--- src/rtl/w_feed.sv ---
// w_feed: skid-buffered write feeder for the RAM FIFO; define W_FEED_PARITY_EN to append even parity to each word
module w_feed #(
  parameter int DATA_W = 8,
`ifdef W_FEED_PARITY_EN
  localparam int WW = DATA_W + 1
`else
  localparam int WW = DATA_W
`endif
) (
  input  logic              w_clk,
  input  logic              rst_n,
  input  logic              in_valid,
  input  logic [DATA_W-1:0] in_data,
  output logic              in_ready,
  input  logic              w_full,
  output logic              w_en,
  output logic [WW-1:0]     w_data,
  output logic [15:0]       wr_cnt
);
  typedef enum logic [1:0] {EMPTY, ONE, TWO} state_t;
  state_t state, state_nx;
  logic [WW-1:0] h, t, h_nx, t_nx, in_w;
  logic acc;
`ifdef W_FEED_PARITY_EN
  assign in_w = {^in_data, in_data};
`else
  assign in_w = in_data;
`endif
  assign in_ready = rst_n & (state != TWO);
  assign w_en = rst_n & (state != EMPTY) & ~w_full;
  assign w_data = h;
  assign acc = in_valid & in_ready;
  // next state of the two-entry skid buffer; H always holds the oldest word
  always_comb begin
    state_nx = state;
    h_nx = h;
    t_nx = t;
    case (state)
      EMPTY: begin
        state_nx = acc ? ONE : EMPTY;
        h_nx = acc ? in_w : h;
      end
      ONE: begin
        state_nx = (acc & ~w_en) ? TWO : (~acc & w_en) ? EMPTY : ONE;
        h_nx = (acc & w_en) ? in_w : h;
        t_nx = (acc & ~w_en) ? in_w : t;
      end
      TWO: begin
        state_nx = w_en ? ONE : TWO;
        h_nx = w_en ? t : h;
      end
      default: state_nx = EMPTY;
    endcase
  end
  // buffer registers and committed-word counter
  always_ff @(posedge w_clk) begin
    if (!rst_n) begin
      state <= EMPTY;
      h <= '0;
      t <= '0;
      wr_cnt <= '0;
    end else begin
      state <= state_nx;
      h <= h_nx;
      t <= t_nx;
      wr_cnt <= wr_cnt + 16'(w_en);
    end
  end
endmodule

--- config.mk ---
export PLATFORM = sky130hd
export DESIGN_NAME = w_feed
export DESIGN_NICKNAME = d
export VERILOG_FILES = /design/src/rtl/w_feed.sv
export SDC_FILE = /design/constraint.sdc
export NUM_CORES = 1
export LEC_CHECK = 0
export CAP_MARGIN = 20
export CORE_ASPECT_RATIO = 2
export CORE_MARGIN = 4
export CORE_UTILIZATION = 30
export CTS_BUF_LIST = sky130_fd_sc_hd__clkbuf_2 sky130_fd_sc_hd__clkbuf_4 sky130_fd_sc_hd__clkbuf_8
export CTS_CLUSTER_DIAMETER = 150
export DETAILED_ROUTE_END_ITERATION = 8
export GPL_ROUTABILITY_DRIVEN = 0
export HOLD_SLACK_MARGIN = 0.12
export PLACE_DENSITY = 0.55
export SETUP_SLACK_MARGIN = 0.02
export SYNTH_ARGS = -nofsm -noshare
export SYNTH_HDL_FRONTEND = slang
export SYNTH_SLANG_ARGS = --single-unit
--- constraint.sdc ---
create_clock -name w_clk -period 3.1 [get_ports w_clk]
set_clock_uncertainty 0.05 [all_clocks]
set_input_delay 0.62 -clock w_clk [delete_from_list [all_inputs] [get_ports w_clk]]
set_output_delay 0.62 -clock w_clk [all_outputs]
set_load 0.005 [all_outputs]
Fig. 1: clock wiring as the flow saved it
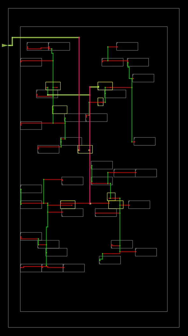
Clock Sinks: 34
clk pwr: 0.000348 W
Insertion Delay late pin: 280 ps
registers: 34

Fig. 2: placed cells, one color a class
Scale: 4 px per um. Fill, decap, tap and diode cells in gray.
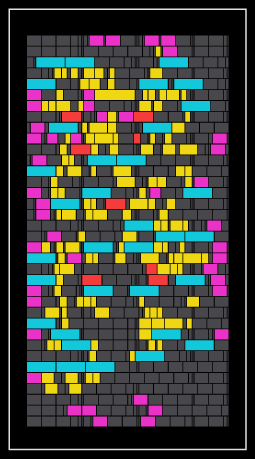
Key: cyan = flip-flops [cells 34]; magenta = other buffers and delay cells [cells 43]; yellow = all other logic [cells 129]; red = clock drivers and dummy loads [cells 8]

Fig. 3: clock wires, drivers and flops
Scale: 6 px per um.
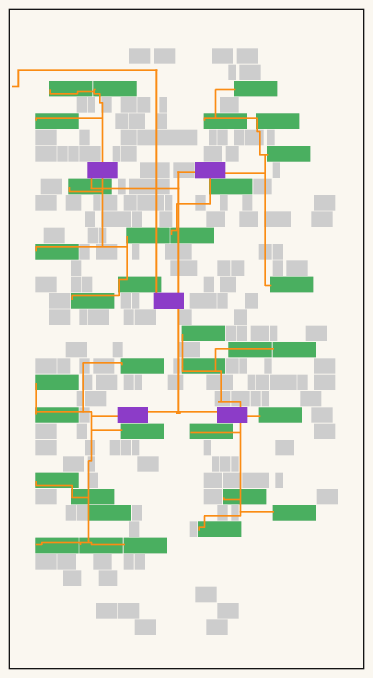
Key: green = flip-flops [count 34]; orange = clock wires [length 484 um]; purple = cells driving clock nets [count 5]
There are 6 routed clock nets. Position of the flops: spread over the die.
Clock Power Share: 0.384

==> out/results.txt <==
status - finished, final reports clean
cycle use final - 0.9294
Max VDD drop - 0.3860 mV
Final Hold Fails - 0
Setup Fix Bufs, Post-CTS - 0
hold_sp - t[2]
Hold Path Stages - 2
Worst R2R End - wr_cnt[14]
grt ovf - 0
first drt pass iteration count - 4
final setup fails - 0
Pwr per Cell Area - 434.0 nW/um2
fin cells - 271
Comb area share - 0.3894
highest metal used - met4
flip-flops with a built-in enable - 0
Synth cell types - 31
Primary FF master, synth - dfxtp_1
# Cells Yosys - 171
CP Buf/Inv Count - 4
worst slew pin tran - 354.4 ps
No activity file was given, so power comes from the tool's default toggle rates.
